[config.mk]
export PLATFORM = sky130hd
export DESIGN_NAME = timer_bcd
export DESIGN_NICKNAME = d
export VERILOG_FILES = /design/src/rtl/timer_bcd.sv
export SDC_FILE = /design/constraint.sdc
export NUM_CORES = 1
export LEC_CHECK = 0
export CORE_AREA = 2 2 49 63
export DETAILED_ROUTE_END_ITERATION = 12
export DIE_AREA = 0 0 51 65
export PLACE_DENSITY = 0.76
export SLEW_MARGIN = 25
export SYNTH_ARGS = -nofsm -noshare
export SYNTH_HDL_FRONTEND = slang
export SYNTH_SLANG_ARGS = --single-unit
[constraint.sdc]
create_clock -name clk -period 2.4 [get_ports clk]
set_input_delay 0.24 -clock clk [delete_from_list [all_inputs] [get_ports clk]]
set_output_delay 0.24 -clock clk [all_outputs]
set_load 0.02 [all_outputs]
[src/rtl/timer_bcd.sv]
// Four-digit BCD countdown timer (MM:SS) loaded digit-by-digit from a keypad encoder.
// Optional macro TIMER_DONE_PULSE_EN makes done a one-cycle pulse instead of a level.
module timer_bcd (
   input  logic       clk,
   input  logic       clear,
   input  logic [3:0] D,
   input  logic       loadn,
   input  logic       pgt_1Hz,
   input  logic       run,
   output logic [3:0] sec_ones,
   output logic [3:0] sec_tens,
   output logic [3:0] min_ones,
   output logic [3:0] min_tens,
   output logic       zero,
   output logic       busy,
   output logic       done
);

   localparam logic [1:0] StIdle = 2'd0;
   localparam logic [1:0] StRun  = 2'd1;
   localparam logic [1:0] StDone = 2'd2;

   logic [1:0]  state_q, state_d;
   logic [15:0] digits_q, digits_d;
   logic [15:0] dec_val;
   logic        loadn_q, pgt_q;
   logic        clr_q;
   logic        done_q, done_d;
   logic        load_ev, tick_ev, dec_zero;

   // clr_q masks the first cycle after clear so a loadn held low needs a fresh fall.
   assign load_ev = loadn_q & ~loadn & ~clr_q;
   assign tick_ev = ~pgt_q & pgt_1Hz;

   assign sec_ones = digits_q[3:0];
   assign sec_tens = digits_q[7:4];
   assign min_ones = digits_q[11:8];
   assign min_tens = digits_q[15:12];
   assign zero     = (digits_q == 16'h0000);
   assign busy     = (state_q == StRun);

   always_comb begin
      dec_val = digits_q;
      if (digits_q[3:0] != 4'd0) begin
         dec_val[3:0] = digits_q[3:0] - 4'd1;
      end else begin
         dec_val[3:0] = 4'd9;
         if (digits_q[7:4] != 4'd0) begin
            dec_val[7:4] = digits_q[7:4] - 4'd1;
         end else begin
            dec_val[7:4] = 4'd5;
            if (digits_q[11:8] != 4'd0) begin
               dec_val[11:8] = digits_q[11:8] - 4'd1;
            end else begin
               dec_val[11:8]  = 4'd9;
               dec_val[15:12] = digits_q[15:12] - 4'd1;
            end
         end
      end
      dec_zero = (dec_val == 16'h0000);
   end

   always_comb begin
      state_d  = state_q;
      digits_d = digits_q;
      done_d   = 1'b0;
      case (state_q)
         StIdle: begin
            if (load_ev && (D <= 4'd9)) begin
               digits_d = {digits_q[11:0], D};
            end
            if (run && !zero) begin
               state_d = StRun;
            end
         end
         StRun: begin
            if (!run) begin
               state_d = StIdle;
            end else if (tick_ev) begin
               digits_d = dec_val;
               if (dec_zero) begin
                  state_d = StDone;
                  done_d  = 1'b1;
               end
            end
         end
         StDone: begin
            if (!run) begin
               state_d = StIdle;
            end
         end
         default: state_d = StIdle;
      endcase
   end

   always_ff @(posedge clk) begin
      if (clear) begin
         state_q  <= StIdle;
         digits_q <= 16'h0000;
         loadn_q  <= 1'b1;
         pgt_q    <= 1'b0;
         clr_q    <= 1'b1;
         done_q   <= 1'b0;
      end else begin
         state_q  <= state_d;
         digits_q <= digits_d;
         loadn_q  <= loadn;
         pgt_q    <= pgt_1Hz;
         clr_q    <= 1'b0;
         done_q   <= done_d;
      end
   end

`ifdef TIMER_DONE_PULSE_EN
   assign done = done_q;
`else
   assign done = (state_q == StDone);
   logic unused_done_q;
   assign unused_done_q = done_q;
`endif

endmodule

==> flow_metrics.env <==
# physical design summary
export IMPL_first_iter_violations=85
export IMPL_cp_data_arrival_time_ps=2290
export IMPL_cp_end_kind="flip-flop"
export IMPL_ys_async_sr_fraction_pct=0
export IMPL_cts_sinks=21
export IMPL_netSwitchingFraction_pct=36.1
export IMPL_cts_tree="built"
export IMPL_synth_seq_cells=21
export IMPL_layout_drive_gt1_share_pct=14.3
export IMPL_r2r_end="digits_q[2]"
export IMPL_ys_cells=174
export IMPL_finalSetupTns_ps=0
export IMPL_wl_per_cell_um=15.2
export IMPL_slew_headroom_pct=30.1
export IMPL_die_h_um=65
export IMPL_instances_no_fill=239
export IMPL_p_leak_uw=0.000621
export IMPL_status="finished clean"
export IMPL_via_per_inst=5.95
export IMPL_wl_um=3630
export IMPL_synthMuxAreaShare_pct=0
export IMPL_yosys_area_share_xor_xnor_pct=0
export IMPL_fp_dieW_um=51
export IMPL_timing_final_ws_setup_ps=362
export IMPL_grt_antenna_before_repair=0
export IMPL_grt_overflow=0
export IMPL_num_antenna_cells=0
export IMPL_layout_top_cells="26 x clkdlybuf4s50_1, 24 x nand2_1, 21 x dfxtp_1"
export IMPL_io_pins=28
export IMPL_fin_skew_ps=10.1
export IMPL_ys_area_um2=1310
export IMPL_rrSetupSlack_ps=360
## cell usage after synthesis (3+ instances only)
library cell	instances
nor4_1	5
nand3_1	6
clkbuf_1	8
dfxtp_1	21
nand2_1	24
o211ai_1	5
nand2b_1	3
nor2_1	13
nor3_1	5
inv_1	4
buf_2	5
o21ai_0	12
a31oi_1	4
nor2b_1	3
o32ai_1	3
a21oi_1	16
o31ai_1	3
## worst max-delay path, stage by stage, from the launching register on
cell and delay (ps):
dfxtp_1 390, nand2b_1 160, inv_2 40, and3_1 160, nor2_1 780, buf_4 260
nand2_1 50, a21oi_1 130
## sequential cells by signal, indices dropped and copies added, names as in the netlist
| signal | count |
|---|---|
| loadn_q | 1 |
| pgt_q | 1 |
| state_q | 2 |
| digits_q | 16 |
| clr_q | 1 |
## timing repair
item | 4_1_cts | 5_1_grt
setup endpoints to repair | 1 | 1
hold buffers | 0 | 0
setup buffers | 0 | 0
gates resized | 2 | 2
pin swaps | 0 | 0
## routing by layer
layer / track usage (%) / vias to the layer above / routed length [um]
met5: 0 / - / 0
met4: 9.46 / 0 / 46
met3: 2.76 / 6 / 237
met2: 37.2 / 60 / 1800
met1: 31.0 / 663 / 1550
li1: - / 694 / -
## power by group through the flow
stage	sequential (uW)	clock, uW	combinational, uW
CTS	383	180	331
global placement	390	0	322
detailed placement	391	0	328
global route	387	193	367
finish	384	178	334
floorplan	396	0	206
## per-stage QoR
stage | total power (uW) | hold WS [ps]
final | 897 | 499
after global routing | 946 | 510
after CTS | 894 | 493
after detailed placement | 718 | 511
after global placement | 712 | 514
after floorplan | 601 | 268
## logic make-up (layout without fill, tap and decap cells)
family                     count (synthesis)  count (layout)
buffers and inverters                     21              50
DFF                                       21              21
and+or+nand+nor                           77              77
AOI/OAI and AO/OA                         53              53
adders and majority gates                  2               2
## area by class of cell
type                            instances  area [um^2]  share of cell area (%)
Multi-Input combinational cell        132          808                    47.6
Inverter                                5         18.8                    1.11
Clock inverter                          1         5.00                   0.295
Sequential cell                        21          420                    24.8
Timing Repair Buffer                   41          378                    22.3
Tap cell                               36         45.0                    2.65
Clock buffer                            3         22.5                    1.33
## how the worst min path moves through the flow
stage                            start      endpoint  slack, ps  cells past startpoint
after floorplan                  clear         clr_q        270                      0
after global placement    digits_q[15]  digits_q[15]        510                      2
after detailed placement  digits_q[15]  digits_q[15]        510                      2
after CTS                      pgt_1Hz         pgt_q        490                      2
after global routing           pgt_1Hz         pgt_q        510                      2
final                          pgt_1Hz         pgt_q        500                      2
Fig. 1: pin map
Pins as bars across the die edge, other pins in grey.
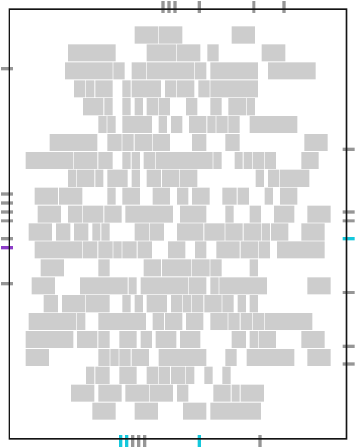
| port | colour | pins | direction | edge |
|---|---|---|---|---|
| loadn | purple | 1 | input | left |
| sec_ones | cyan | 4 | output | 3 bottom, 1 right |
all pins by edge: 8 left, 7 bottom, 7 right, 6 top

Fig. 2: routed metal, one colour a layer
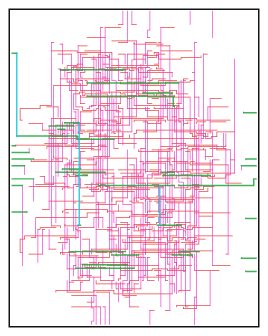
| layer | colour | wire length |
|---|---|---|
| metal 3 | green | 237 um |
| metal 2 | magenta | 1800 um |
| metal 1 | red | 1550 um |
| metal 4 | cyan | 46.2 um |

Power and IR drop assume default switching activity.
